File: config.mk
export PLATFORM = sky130hd
export DESIGN_NAME = ama_err_monitor_flat
export DESIGN_NICKNAME = d
export VERILOG_FILES = /design/src/rtl/ama_pkg.sv /design/src/rtl/ama_err_monitor_if.sv /design/src/rtl/ama_adder_core.sv /design/src/rtl/ama_err_monitor.sv /design/src/flat_wrapper.sv
export SDC_FILE = /design/constraint.sdc
export NUM_CORES = 2
export LEC_CHECK = 0
export ABC_AREA = 0
export ABC_CLOCK_PERIOD_IN_PS = 72800
export CAP_MARGIN = 20
export CORE_UTILIZATION = 40
export CTS_CLUSTER_SIZE = 20
export DETAILED_ROUTE_END_ITERATION = 12
export DONT_BUFFER_PORTS = 1
export PLACE_DENSITY_LB_ADDON = 0.12
export SYNTH_ARGS = -nofsm -noshare
export SYNTH_HDL_FRONTEND = slang
export SYNTH_SLANG_ARGS = --single-unit
File: constraint.sdc
create_clock -name clk -period 72.8 [get_ports clk]
set_input_delay 7.28 -clock clk [delete_from_list [all_inputs] [get_ports clk]]
set_output_delay 7.28 -clock clk [all_outputs]
set_load 0.02 [all_outputs]
File: src/rtl/ama_pkg.sv
`default_nettype none
// +----------------------------------------------------------------------------+
// | Module      : ama_pkg                                                      |
// | Description : Shared types for the approximate-mirror-adder error monitor: |
// |               AMA cell selector, monitor FSM states and the single-bit     |
// |               AMA cell function used by the adder core.                    |
// | Revision    : 1.0  initial release                                         |
// +----------------------------------------------------------------------------+
package ama_pkg;

  // Cell selector. Encodings 1..5 are the five mirror-adder approximations;
  // every other encoding behaves as an exact full adder.
  typedef enum logic [2:0] {
    AMA_EXACT = 3'd0,
    AMA_M1    = 3'd1,
    AMA_M2    = 3'd2,
    AMA_M3    = 3'd3,
    AMA_M4    = 3'd4,
    AMA_M5    = 3'd5
  } ama_mode_e;

  typedef enum logic [1:0] {
    IDLE = 2'd0,
    RUN  = 2'd1,
    DONE = 2'd2
  } state_e;

  // One adder cell. Returns {carry_out, sum}.
  function automatic logic [1:0] ama_cell(input logic [2:0] mode,
                                          input logic a,
                                          input logic b,
                                          input logic c);
    logic maj;
    logic s;
    logic co;
    maj = (a & b) | (a & c) | (b & c);
    case (mode)
      AMA_M1:  begin s = ~maj;                     co = maj;          end
      AMA_M2:  begin s = ~maj;                     co = a | (b & c);  end
      AMA_M3:  begin s = ~a;                       co = a | (b & c);  end
      AMA_M4:  begin s = (~a & b) | (a & b & c);   co = a;            end
      AMA_M5:  begin s = b;                        co = a;            end
      default: begin s = a ^ b ^ c;                co = maj;          end
    endcase
    return {co, s};
  endfunction

endpackage
`default_nettype wire

File: src/rtl/ama_err_monitor_if.sv
`default_nettype none
// +----------------------------------------------------------------------------+
// | Module      : ama_err_monitor_if                                           |
// | Description : Operand and result streams of the AMA error monitor.         |
// |               in_*  : valid/ready operand stream (a, b, cin)               |
// |               out_* : valid/ready result stream (s, cout, signed error)    |
// |               master = stimulus side, slave = monitor side.                |
// | Revision    : 1.0  initial release                                         |
// +----------------------------------------------------------------------------+
interface ama_err_monitor_if #(
  parameter int WIDTH = 28
);
  logic             in_valid;
  logic             in_ready;
  logic [WIDTH-1:0] in_a;
  logic [WIDTH-1:0] in_b;
  logic             in_cin;
  logic             out_valid;
  logic             out_ready;
  logic [WIDTH-1:0] out_s;
  logic             out_cout;
  logic [WIDTH+1:0] out_err;

  modport master (
    output in_valid, in_a, in_b, in_cin, out_ready,
    input  in_ready, out_valid, out_s, out_cout, out_err
  );

  modport slave (
    input  in_valid, in_a, in_b, in_cin, out_ready,
    output in_ready, out_valid, out_s, out_cout, out_err
  );
endinterface
`default_nettype wire

File: src/rtl/ama_adder_core.sv
`default_nettype none
// +----------------------------------------------------------------------------+
// | Module      : ama_adder_core                                               |
// | Description : Combinational WIDTH-bit ripple adder whose low k cells use   |
// |               the APPR_MODE mirror-adder approximation, plus the exact     |
// |               sum of the same operands for error measurement.              |
// | Ports       : k           in   number of approximate LSB cells (<= WIDTH)  |
// |               a, b, cin   in   operands                                    |
// |               s, cout     out  approximate sum                             |
// |               exact_s/cout out exact sum                                   |
// | Revision    : 1.0  initial release                                         |
// +----------------------------------------------------------------------------+
module ama_adder_core
  import ama_pkg::*;
#(
  parameter int WIDTH     = 28,
  parameter int APPR_MODE = 4,
  parameter int KW        = $clog2(WIDTH + 1)
) (
  input  wire logic [KW-1:0]    k,
  input  wire logic [WIDTH-1:0] a,
  input  wire logic [WIDTH-1:0] b,
  input  wire logic             cin,
  output logic      [WIDTH-1:0] s,
  output logic                  cout,
  output logic      [WIDTH-1:0] exact_s,
  output logic                  exact_cout
);

  // Out-of-range mode values fall back to the exact cell.
  localparam logic [2:0] c_mode = (APPR_MODE >= 1 && APPR_MODE <= 5) ? 3'(APPR_MODE) : 3'd0;

  // The carry is walked in a procedural loop so the chain stays a single
  // combinational process rather than a bit-sliced feedback vector.
  always_comb begin
    logic       w_c;
    logic [1:0] w_cell;
    w_c    = cin;
    w_cell = '0;
    s      = '0;
    for (int i = 0; i < WIDTH; i++) begin
      if (k > KW'(i)) w_cell = ama_cell(c_mode, a[i], b[i], w_c);
      else            w_cell = ama_cell(AMA_EXACT, a[i], b[i], w_c);
      s[i] = w_cell[0];
      w_c  = w_cell[1];
    end
    cout = w_c;
  end

  assign {exact_cout, exact_s} = {1'b0, a} + {1'b0, b} + {{WIDTH{1'b0}}, cin};

endmodule
`default_nettype wire

File: src/rtl/ama_err_monitor.sv
`default_nettype none
// +----------------------------------------------------------------------------+
// | Module      : ama_err_monitor                                              |
// | Description : Pipelined approximate-mirror-adder datapath with on-line     |
// |               error statistics over runs of cfg_n samples.                 |
// | Ports       : clk, rst_n        clock / async active-low reset             |
// |               start             clear stats, latch cfg_n/cfg_k, run        |
// |               cfg_n, cfg_k      samples per run / approximate LSB cells    |
// |               bus (slave)       operand and result valid/ready streams     |
// |               stat_cnt          samples accumulated this run               |
// |               stat_sum          saturating signed sum of errors            |
// |               stat_sqsum        saturating sum of squared errors           |
// |               stat_maxabs       largest |error| seen                       |
// |               stat_sat          sticky accumulator-saturation flag         |
// |               busy, done        in RUN / one-cycle end-of-run pulse        |
// | Revision    : 1.0  initial release                                         |
// +----------------------------------------------------------------------------+
module ama_err_monitor
  import ama_pkg::*;
#(
  parameter int  WIDTH     = 28,
  parameter int  APPR_MODE = 4,
  parameter int  CNT_W     = 32,
  parameter int  ACC_W     = 64,
  localparam int KW        = $clog2(WIDTH + 1)
) (
  input  wire logic             clk,
  input  wire logic             rst_n,
  input  wire logic             start,
  input  wire logic [CNT_W-1:0] cfg_n,
  input  wire logic [KW-1:0]    cfg_k,
  ama_err_monitor_if.slave      bus,
  output logic      [CNT_W-1:0] stat_cnt,
  output logic      [ACC_W-1:0] stat_sum,
  output logic      [ACC_W-1:0] stat_sqsum,
  output logic      [WIDTH:0]   stat_maxabs,
  output logic                  stat_sat,
  output logic                  busy,
  output logic                  done
);

  // Accumulators are evaluated one bit wider than the larger of the
  // accumulator and the incoming term so overflow is visible before clamping.
  localparam int c_sq_w    = 2 * WIDTH + 2;
  localparam int c_sqacc_w = ((c_sq_w > ACC_W) ? c_sq_w : ACC_W) + 1;
  localparam int c_sacc_w  = (((WIDTH + 2) > ACC_W) ? (WIDTH + 2) : ACC_W) + 1;

  localparam logic [KW-1:0]               c_k_max  = KW'(WIDTH);
  localparam logic [c_sqacc_w-1:0]        c_sq_max = c_sqacc_w'({ACC_W{1'b1}});
  localparam logic signed [c_sacc_w-1:0]  c_s_max  = c_sacc_w'({1'b0, {(ACC_W-1){1'b1}}});
  localparam logic signed [c_sacc_w-1:0]  c_s_min  = ~c_s_max;

  state_e                    r_state;
  logic [CNT_W-1:0]          r_n;
  logic [CNT_W-1:0]          r_cnt;
  logic [KW-1:0]             r_k;
  logic signed [ACC_W-1:0]   r_sum;
  logic [ACC_W-1:0]          r_sqsum;
  logic [WIDTH:0]            r_maxabs;
  logic                      r_sat;
  logic                      r_done;
  logic                      r_out_valid;
  logic [WIDTH-1:0]          r_out_s;
  logic                      r_out_cout;
  logic signed [WIDTH+1:0]   r_out_err;

  logic [WIDTH-1:0]          w_s;
  logic                      w_cout;
  logic [WIDTH-1:0]          w_es;
  logic                      w_ecout;
  logic signed [WIDTH+1:0]   w_err;
  logic signed [WIDTH+1:0]   w_neg_err;
  logic [WIDTH:0]            w_abs;
  logic [c_sq_w-1:0]         w_sq;
  logic [c_sqacc_w-1:0]      w_sq_acc;
  logic                      w_sq_sat;
  logic [ACC_W-1:0]          w_sq_next;
  logic signed [c_sacc_w-1:0] w_sum_acc;
  logic                      w_sum_hi;
  logic                      w_sum_lo;
  logic signed [ACC_W-1:0]   w_sum_next;
  logic [CNT_W-1:0]          w_cnt_inc;
  logic                      w_hs;
  logic [KW-1:0]             w_k_clamped;

  ama_adder_core #(
    .WIDTH     (WIDTH),
    .APPR_MODE (APPR_MODE),
    .KW        (KW)
  ) u_core (
    .k          (r_k),
    .a          (bus.in_a),
    .b          (bus.in_b),
    .cin        (bus.in_cin),
    .s          (w_s),
    .cout       (w_cout),
    .exact_s    (w_es),
    .exact_cout (w_ecout)
  );

  // Both sums are WIDTH+1-bit unsigned, so their difference fits WIDTH+2 signed
  // and its magnitude always fits WIDTH+1 bits.
  assign w_err     = $signed({1'b0, w_cout, w_s}) - $signed({1'b0, w_ecout, w_es});
  assign w_neg_err = -w_err;
  assign w_abs     = w_err[WIDTH+1] ? w_neg_err[WIDTH:0] : w_err[WIDTH:0];
  assign w_sq      = c_sq_w'(w_abs) * c_sq_w'(w_abs);

  assign w_sq_acc  = c_sqacc_w'(r_sqsum) + c_sqacc_w'(w_sq);
  assign w_sq_sat  = (w_sq_acc > c_sq_max);
  assign w_sq_next = w_sq_sat ? {ACC_W{1'b1}} : w_sq_acc[ACC_W-1:0];

  assign w_sum_acc  = c_sacc_w'(r_sum) + c_sacc_w'(w_err);
  assign w_sum_hi   = (w_sum_acc > c_s_max);
  assign w_sum_lo   = (w_sum_acc < c_s_min);
  assign w_sum_next = w_sum_hi ? $signed(c_s_max[ACC_W-1:0]) :
                      w_sum_lo ? $signed(c_s_min[ACC_W-1:0]) :
                                 $signed(w_sum_acc[ACC_W-1:0]);

  assign w_cnt_inc   = r_cnt + CNT_W'(1);
  assign w_k_clamped = (cfg_k > c_k_max) ? c_k_max : cfg_k;

  // Ready looks through the output register when downstream drains in the
  // same cycle, giving one sample per clock. Never ready while restarting.
  assign bus.in_ready = (r_state == RUN) && (r_cnt < r_n) &&
                        (!r_out_valid || bus.out_ready) && !start;
  assign w_hs = bus.in_valid && bus.in_ready;

  always_ff @(posedge clk or negedge rst_n) begin
    if (!rst_n) begin
      r_state     <= IDLE;
      r_n         <= '0;
      r_cnt       <= '0;
      r_k         <= '0;
      r_sum       <= '0;
      r_sqsum     <= '0;
      r_maxabs    <= '0;
      r_sat       <= 1'b0;
      r_done      <= 1'b0;
      r_out_valid <= 1'b0;
      r_out_s     <= '0;
      r_out_cout  <= 1'b0;
      r_out_err   <= '0;
    end else begin
      r_done <= 1'b0;

      if (r_out_valid && bus.out_ready) r_out_valid <= 1'b0;

      // A handshake is only possible in RUN, so it alone drives RUN->DONE.
      if (w_hs) begin
        r_out_valid <= 1'b1;
        r_out_s     <= w_s;
        r_out_cout  <= w_cout;
        r_out_err   <= w_err;
        r_cnt       <= w_cnt_inc;
        r_sum       <= w_sum_next;
        r_sqsum     <= w_sq_next;
        if (w_abs > r_maxabs) r_maxabs <= w_abs;
        if (w_sq_sat || w_sum_hi || w_sum_lo) r_sat <= 1'b1;
        if (w_cnt_inc == r_n) begin
          r_state <= DONE;
          r_done  <= 1'b1;
        end
      end

      // Restart from any state; a pending result keeps draining.
      if (start) begin
        r_n      <= cfg_n;
        r_k      <= w_k_clamped;
        r_cnt    <= '0;
        r_sum    <= '0;
        r_sqsum  <= '0;
        r_maxabs <= '0;
        r_sat    <= 1'b0;
        if (cfg_n == '0) begin
          r_state <= DONE;
          r_done  <= 1'b1;
        end else begin
          r_state <= RUN;
        end
      end
    end
  end

  assign bus.out_valid = r_out_valid;
  assign bus.out_s     = r_out_s;
  assign bus.out_cout  = r_out_cout;
  assign bus.out_err   = r_out_err;
  assign stat_cnt      = r_cnt;
  assign stat_sum      = r_sum;
  assign stat_sqsum    = r_sqsum;
  assign stat_maxabs   = r_maxabs;
  assign stat_sat      = r_sat;
  assign busy          = (r_state == RUN);
  assign done          = r_done;

endmodule
`default_nettype wire

File: src/flat_wrapper.sv
// flat-port wrapper written by rule: the top's interface ports become plain ports
module ama_err_monitor_flat import ama_pkg::*;
#(
  parameter int  WIDTH     = 28,
  parameter int  APPR_MODE = 4,
  parameter int  CNT_W     = 32,
  parameter int  ACC_W     = 64,
  localparam int KW        = $clog2(WIDTH + 1)
)
  (clk, rst_n, start, cfg_n, cfg_k, stat_cnt, stat_sum, stat_sqsum, stat_maxabs, stat_sat, busy, done, bus_in_valid, bus_in_a, bus_in_b, bus_in_cin, bus_out_ready, bus_in_ready, bus_out_valid, bus_out_s, bus_out_cout, bus_out_err);
  ama_err_monitor_if #(.WIDTH(WIDTH)) bus_i ();
  input  wire logic clk;
  input  wire logic rst_n;
  input  wire logic start;
  input  wire logic [CNT_W-1:0] cfg_n;
  input  wire logic [KW-1:0] cfg_k;
  output logic      [CNT_W-1:0] stat_cnt;
  output logic      [ACC_W-1:0] stat_sum;
  output logic      [ACC_W-1:0] stat_sqsum;
  output logic      [WIDTH:0] stat_maxabs;
  output logic stat_sat;
  output logic busy;
  output logic done;
  input wire logic [$bits(bus_i.in_valid)-1:0] bus_in_valid;
  input wire logic [$bits(bus_i.in_a)-1:0] bus_in_a;
  input wire logic [$bits(bus_i.in_b)-1:0] bus_in_b;
  input wire logic [$bits(bus_i.in_cin)-1:0] bus_in_cin;
  input wire logic [$bits(bus_i.out_ready)-1:0] bus_out_ready;
  output wire logic [$bits(bus_i.in_ready)-1:0] bus_in_ready;
  output wire logic [$bits(bus_i.out_valid)-1:0] bus_out_valid;
  output wire logic [$bits(bus_i.out_s)-1:0] bus_out_s;
  output wire logic [$bits(bus_i.out_cout)-1:0] bus_out_cout;
  output wire logic [$bits(bus_i.out_err)-1:0] bus_out_err;
  assign bus_i.in_valid = bus_in_valid;
  assign bus_i.in_a = bus_in_a;
  assign bus_i.in_b = bus_in_b;
  assign bus_i.in_cin = bus_in_cin;
  assign bus_i.out_ready = bus_out_ready;
  assign bus_in_ready = bus_i.in_ready;
  assign bus_out_valid = bus_i.out_valid;
  assign bus_out_s = bus_i.out_s;
  assign bus_out_cout = bus_i.out_cout;
  assign bus_out_err = bus_i.out_err;
  ama_err_monitor #(.WIDTH(WIDTH), .APPR_MODE(APPR_MODE), .CNT_W(CNT_W), .ACC_W(ACC_W)) u_core (.clk(clk), .rst_n(rst_n), .start(start), .cfg_n(cfg_n), .cfg_k(cfg_k), .bus(bus_i), .stat_cnt(stat_cnt), .stat_sum(stat_sum), .stat_sqsum(stat_sqsum), .stat_maxabs(stat_maxabs), .stat_sat(stat_sat), .busy(busy), .done(done));
endmodule
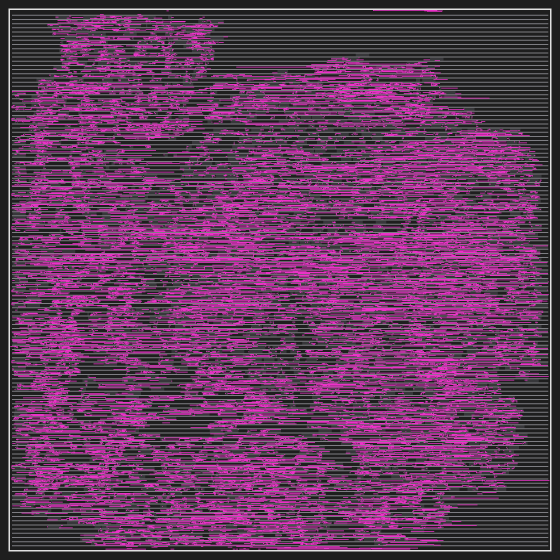
Fig. 1. M1 wires.
Supply wires on this layer in gray.
share of all routed wire = 41%
wire length on this layer = 69.4 mm
main direction = horizontal
Routed WL: 169200 um
met1 Use GR: 35.40%

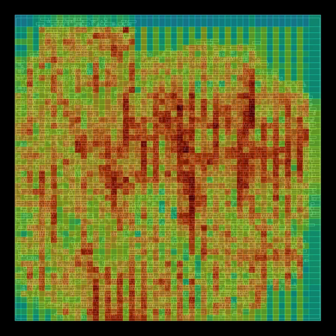
Fig. 2. Routing congestion.
M2 GR Usage: 45.93%
Routed WL per cell: 23.45 um
Top Usage Layer GRT: met2
total track usage: 27.78%
Core Util, Final: 43.35%

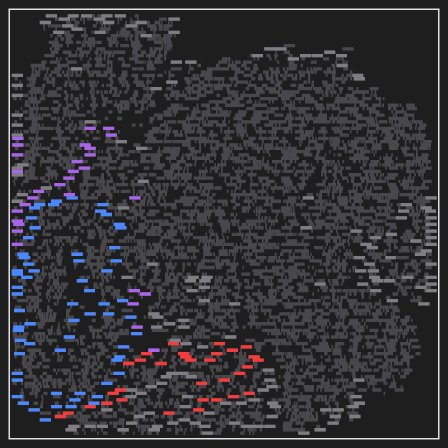
Fig. 3. Sequential cells colored by netlist name.
Other sequential cells in the stronger gray, the rest of the logic in the fainter gray.
blue -> `u_core.stat_sum`  # sequential cells 64
red -> `u_core.stat_cnt`  # sequential cells 32, where south
purple -> `u_core.bus.out_err`  # sequential cells 30
Register Area: 7257 um2
Seq area share: 13.88%

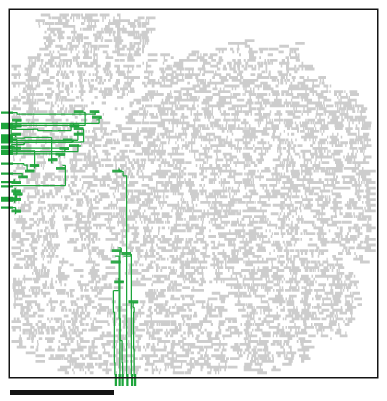
Fig. 4. Port wiring.
Scale bar: 100 um.
green -> `bus_out_err`  # bits 30, direction output, edge 24 west, 6 south, end cells 30, buffers 0, wire 1930 um

==> layout make-up <==
class                   count  area (um2)  area share (%)
diodes                      1       2.502        0.004787
clock buffers              54        1197           2.290
clock inverters            24       296.5          0.5672
inverters                1078        4049           7.745
multi-input cells        4079       36860           70.50
flip-flops and latches    290        7257           13.88
well taps                1612        2017           3.858
repair buffers             79       600.6           1.149
==> state kept, by name (all words and copies together) (netlist names) <==
register and count:
u_core.stat_sqsum 64, u_core.r_state 2, u_core.done 1, u_core.bus.out_s 28, u_core.stat_sum 64, u_core.stat_cnt 32
u_core.bus.out_err 30, u_core.r_k 5, u_core.bus.out_valid 1, u_core.r_n 32, u_core.bus.out_cout 1, u_core.stat_sat 1
u_core.stat_maxabs 29
==> impl_metrics.csv <==
group,metric,value,unit
finish,lay_top_cells,"inv_1 (1059), fa_1 (772), nand2_1 (695)",
die,die_w,351.6,um
hold_path,worstHoldStart,"u_core.r_n[0]$_DFFE_PN0P_",
sta,relSlewSlack,22.34,%
setup_path,critPathLaunchType,"input port",
run,drv_cap,0,
hold_path,whs_endpoint,"u_core.r_n[0]$_DFFE_PN0P_",
yosys,synth_cells,5690,
die,fp.dieH,351.6,um
die,fp_util,40.54,%
global_routing,grt_pass1_vias,40690,
placement,placed_area,50780,um2
yosys,ys_sh_simple,14.12,%
yosys,mux_share,1.103,%
setup_path,cpPeakStageDelay,1.03,ns
clocking,cts.path.max_buffers,3,
yosys,ys_cells,5690,
sta,fin_worst_skew,0.01840,ns
yosys,syn_area_per_cell,8.592,um2
hold_path,hp-class,"reg -> reg",
setup_path,path_max_fanout,48,
setup_path,rrSetupSlack,41.03,ns
sta,max_freq,26.71,MHz
finish,fin_cells,7217,
finish,mostFrequentLayoutCell,"inv_1",
setup_path,crit_path_end,"u_core.stat_sqsum[60]$_DFFE_PN0P_",
global_routing,antenna_found_initial,3,
setup_path,crit_start,"bus_in_cin",
sta,setup_viol,0,
yosys,yosysMostFrequentCell,"inv_1",
finish,layout-drive-gt1-share,4.408,%
yosys,netlist_area,48890,um2
setup_path,cp.arrival,37.99,ns
sta,slew_viol_final,0,
global_routing,use_met3,6.857,%
yosys,synthTopCellsByCount,"inv_1 (1061), fa_1 (772), nand2_1 (695), nor2_1 (471), ha_1 (459)",
yosys,ys_types,82,
sta,setup_slack,35.36,ns
finish,area_delta_synth_final,6.930,%
sta,tns,0,ns
yosys,synth_flops,290,
placement,hpwl,130300,um
die,die-area,123600,um2
placement,gp_congestion,0.9482,
sta,worst_slew_pin_slew,1.158,ns
clocking,root_buffer,"clkbuf_16",
detailed_routing,wl_met1,69360,um
run_status,status,"completed",
clocking,clock_sinks,290,
detailed_routing,vias_per_cell,5.394,
yosys,synth-area-yosys,48890,um2
